<file path="config.mk">
export PLATFORM = sky130hd
export DESIGN_NAME = btn_intr_port
export DESIGN_NICKNAME = d
export VERILOG_FILES = /design/src/rtl/btn_intr_pkg.sv /design/src/rtl/db_sync_bit.sv /design/src/rtl/btn_intr_port.sv
export SDC_FILE = /design/constraint.sdc
export NUM_CORES = 1
export LEC_CHECK = 0
export CELL_PAD_IN_SITES_DETAIL_PLACEMENT = 0
export CELL_PAD_IN_SITES_GLOBAL_PLACEMENT = 1
export CORE_AREA = 2 2 124 126
export DETAILED_ROUTE_END_ITERATION = 6
export DIE_AREA = 0 0 126 128
export PLACE_DENSITY_LB_ADDON = 0.1
export SYNTH_ARGS = -nofsm -noshare
export SYNTH_HDL_FRONTEND = slang
export SYNTH_SLANG_ARGS = --single-unit
</file>
<file path="constraint.sdc">
create_clock -name clk -period 5.6 [get_ports clk]
set_clock_uncertainty 0.1 [all_clocks]
set_input_delay 1.12 -clock clk [delete_from_list [all_inputs] [get_ports clk]]
set_output_delay 1.12 -clock clk [all_outputs]
set_load 0.02 [all_outputs]
</file>
<file path="src/rtl/btn_intr_pkg.sv">
// Shared IOBUS addresses and debounce state encoding for the button interrupt port.
package btn_intr_pkg;
    localparam logic [31:0] STATUS_ADDR  = 32'h1100_8010;
    localparam logic [31:0] PEND_ADDR    = 32'h1100_8014;
    localparam logic [31:0] MASK_RD_ADDR = 32'h1100_8018;
    localparam logic [31:0] MASK_WR_ADDR = 32'h1100_D010;
    localparam logic [31:0] CLR_WR_ADDR  = 32'h1100_D014;

    typedef enum logic {DB_STABLE, DB_COUNTING} db_state_t;
endpackage

</file>
<file path="src/rtl/db_sync_bit.sv">
// One button: 2-FF synchronizer, consecutive-stable-cycle debouncer and press edge detect.
module db_sync_bit
    import btn_intr_pkg::*;
#(
    parameter int DB_CYCLES = 500000
) (
    input  logic clk,
    input  logic RST_N,
    input  logic raw,
    output logic deb,
    output logic rise
);
    localparam int CW = $clog2(DB_CYCLES);
    localparam logic [CW-1:0] CNT_LAST = CW'(DB_CYCLES - 1);

    logic [1:0]    sync;
    logic          s_btn;
    logic          deb_q;
    logic          deb_nx;
    logic [CW-1:0] cnt, cnt_nx;
    db_state_t     state, state_nx;

    assign s_btn = sync[1];

    always_ff @(posedge clk or negedge RST_N) begin
        if (!RST_N) begin
            sync  <= '0;
            state <= DB_STABLE;
            cnt   <= '0;
            deb   <= 1'b0;
            deb_q <= 1'b0;
        end else begin
            sync  <= {sync[0], raw};
            state <= state_nx;
            cnt   <= cnt_nx;
            deb   <= deb_nx;
            deb_q <= deb;
        end
    end

    // cnt holds the number of consecutive mismatching samples seen so far.
    always_comb begin
        state_nx = state;
        cnt_nx   = '0;
        deb_nx   = deb;
        case (state)
            DB_STABLE: begin
                if (s_btn != deb) begin
                    state_nx = DB_COUNTING;
                    cnt_nx   = CW'(1);
                end
            end
            DB_COUNTING: begin
                if (s_btn == deb) begin
                    state_nx = DB_STABLE;
                end else if (cnt == CNT_LAST) begin
                    deb_nx   = s_btn;
                    state_nx = DB_STABLE;
                end else begin
                    cnt_nx = cnt + CW'(1);
                end
            end
            default: state_nx = DB_STABLE;
        endcase
    end

    always_comb rise = deb & ~deb_q;
endmodule

</file>
<file path="src/rtl/btn_intr_port.sv">
// IOBUS responder: debounced button status, W1C press-pending flags, mask and level interrupt.
module btn_intr_port
    import btn_intr_pkg::*;
#(
    parameter int N_BTNS    = 5,
    parameter int DB_CYCLES = 500000
) (
    input  logic              clk,
    input  logic              RST_N,
    input  logic [N_BTNS-1:0] btn_in,
    input  logic [31:0]       iobus_addr,
    input  logic [31:0]       iobus_out,
    input  logic              iobus_wr,
    output logic [31:0]       iobus_rd_data,
    output logic              intr
);
    logic [N_BTNS-1:0] deb, rise, pend, mask, clr;
    logic              mask_we, clr_we;
    logic              unused_wr_bits;

    for (genvar i = 0; i < N_BTNS; i++) begin : g_btn
        db_sync_bit #(.DB_CYCLES(DB_CYCLES)) u_db (
            .clk   (clk),
            .RST_N (RST_N),
            .raw   (btn_in[i]),
            .deb   (deb[i]),
            .rise  (rise[i])
        );
    end

    assign mask_we        = iobus_wr && (iobus_addr == MASK_WR_ADDR);
    assign clr_we         = iobus_wr && (iobus_addr == CLR_WR_ADDR);
    assign clr            = clr_we ? iobus_out[N_BTNS-1:0] : '0;
    assign unused_wr_bits = ^iobus_out[31:N_BTNS];

    // A press landing on the same edge as its clear must not be lost, so set wins.
    always_ff @(posedge clk or negedge RST_N) begin
        if (!RST_N) begin
            pend <= '0;
            mask <= '0;
            intr <= 1'b0;
        end else begin
            pend <= rise | (pend & ~clr);
            if (mask_we) mask <= iobus_out[N_BTNS-1:0];
            intr <= |(pend & mask);
        end
    end

    always_comb begin
        iobus_rd_data = '0;
        case (iobus_addr)
            STATUS_ADDR:  iobus_rd_data[N_BTNS-1:0] = deb;
            PEND_ADDR:    iobus_rd_data[N_BTNS-1:0] = pend;
            MASK_RD_ADDR: iobus_rd_data[N_BTNS-1:0] = mask;
            default:      iobus_rd_data = '0;
        endcase
    end
endmodule
</file>
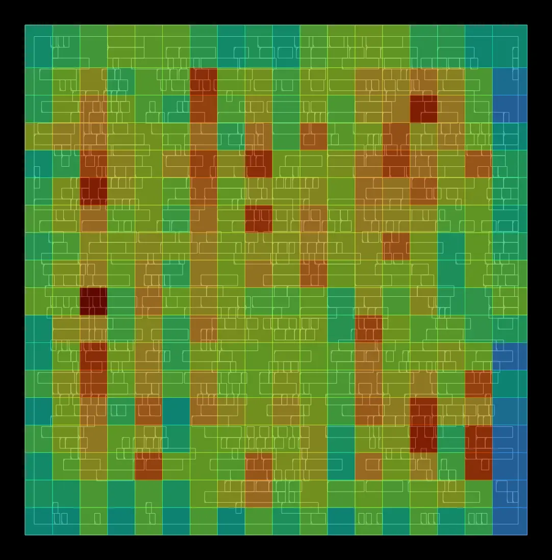
Fig. 1. Routing congestion.
total global-route track usage: 18.0%
grt peak-use layer: met2
M1 GR Usage: 22.6%

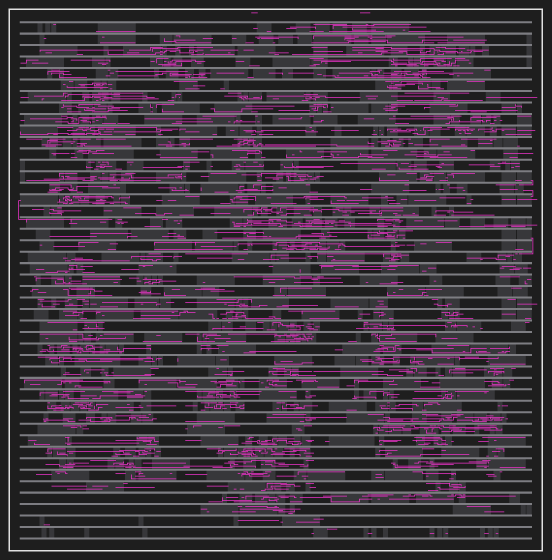
Fig. 2. M1 wires.
Supply wires on this layer in gray. Cells faint in the background.
main direction: horizontal
share of all routed wire: 45%
wire length on this layer: 6,130 µm
longest straight run: 22.5 µm
nets with wire on the layer: 693

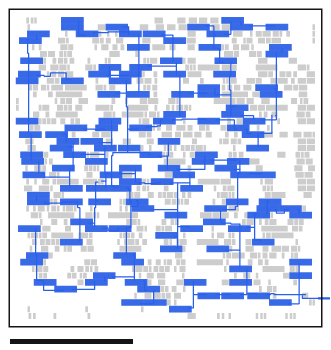
Fig. 3. I/O nets highlighted.
Scale bar: 50 µm.
legend:
  blue:
    port: RST_N
    direction: input
    end_cells: 131
    buffers: 3
    wire: 1,050 µm

==> reports/qor.yml <==
floorplan:
  die_h_um: 128
  coreArea_um2: 14900
  fp_util_pct: 44.1
  die_w_um: 126
finish:
  nonClkBufAreaFrac_pct: 6.86
  design_area_um2: 7800
  most-common-layout-cells: "dfrtp_1 (131), nor2_1 (89), clkdlybuf4s50_1 (49)"
  lay_top_count: "dfrtp_1"
  n_all_inverters: 26
  fin_nets: 790
  flops: 131
  fill_cells: 1360
  comb_share_pct: 38.6
route:
  vias: 4890
  wl_met1_um: 6130
  dr.pass1.iters: 5
clock_tree:
  cts_buffers: 17
  cts_setup_buffers: 0
  clockBufferDepth: 2
place:
  dp_slack_ns: 0.733
min_path:
  min_path_cells: 0
  min-delay-start: "g_btn[3].u_db.sync[0]"
setup_path:
  reg2reg_to: "g_btn[1].u_db.cnt[16]"
  crit_path_start: "iobus_addr[31]"
  path_class: "input port to primary output"
  slowest_stage: "clkdlybuf4s50_1"
  r2r_setup_slack_ns: 3.23
  crit_required_ns: 4.38
synth:
  synth.avg_cell_area_um2: 10.1
  ys_cells: 652
  ys_seq_share_pct: 50.0
pwr:
  p_seq_mw: 0.965
  p_sw_mw: 0.475
  swShare_pct: 20.8
  powerDensity_nw_per_um2: 293
  clk-power_mw: 1.22
run_status:
  outcome: "finished, final reports clean"
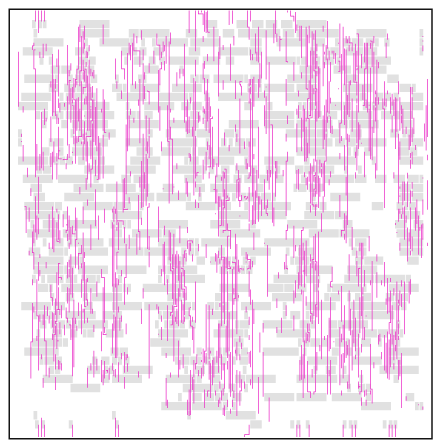
Fig. 4. Signal wires on met2.
Cells faint in the background.
longest straight run: 38.1 µm
main direction: vertical
share of all routed wire: 48%
nets with wire on the layer: 648

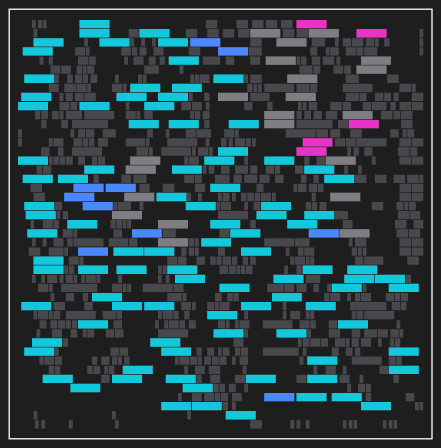
Fig. 5. Where the registers sit.
legend:
  blue:
    signal: g_btn.u_db.sync
    sequential_cells: 10
  magenta:
    signal: pend
    sequential_cells: 5
  cyan:
    signal: g_btn.u_db.cnt
    sequential_cells: 95
    where: spread over the die

worst max-delay path, delay by kind of cell:
| kind | cells | cell delay, ns |
|---|---|---|
| simple gates | 4 | 1.26 |
| buf+inv | 3 | 1.23 |
sequential cells by signal (all words and copies together) (netlist names):
signal / count
g_btn.u_db.deb: 5
mask: 5
intr: 1
g_btn.u_db.deb_q: 5
g_btn.u_db.cnt: 95
g_btn.u_db.state: 5
pend: 5
g_btn.u_db.sync: 10
cell families after synthesis:
group,share of synthesized area [%]
and+or+nand+nor,24.1
AOI/OAI and AO/OA,8.30
adders and majority gates,0.954
buffers and inverters,5.54
DFF,50.0
xor gates and xnor gates,8.55
muxes,2.48
other,0.0572
Power and IR drop assume default switching activity.
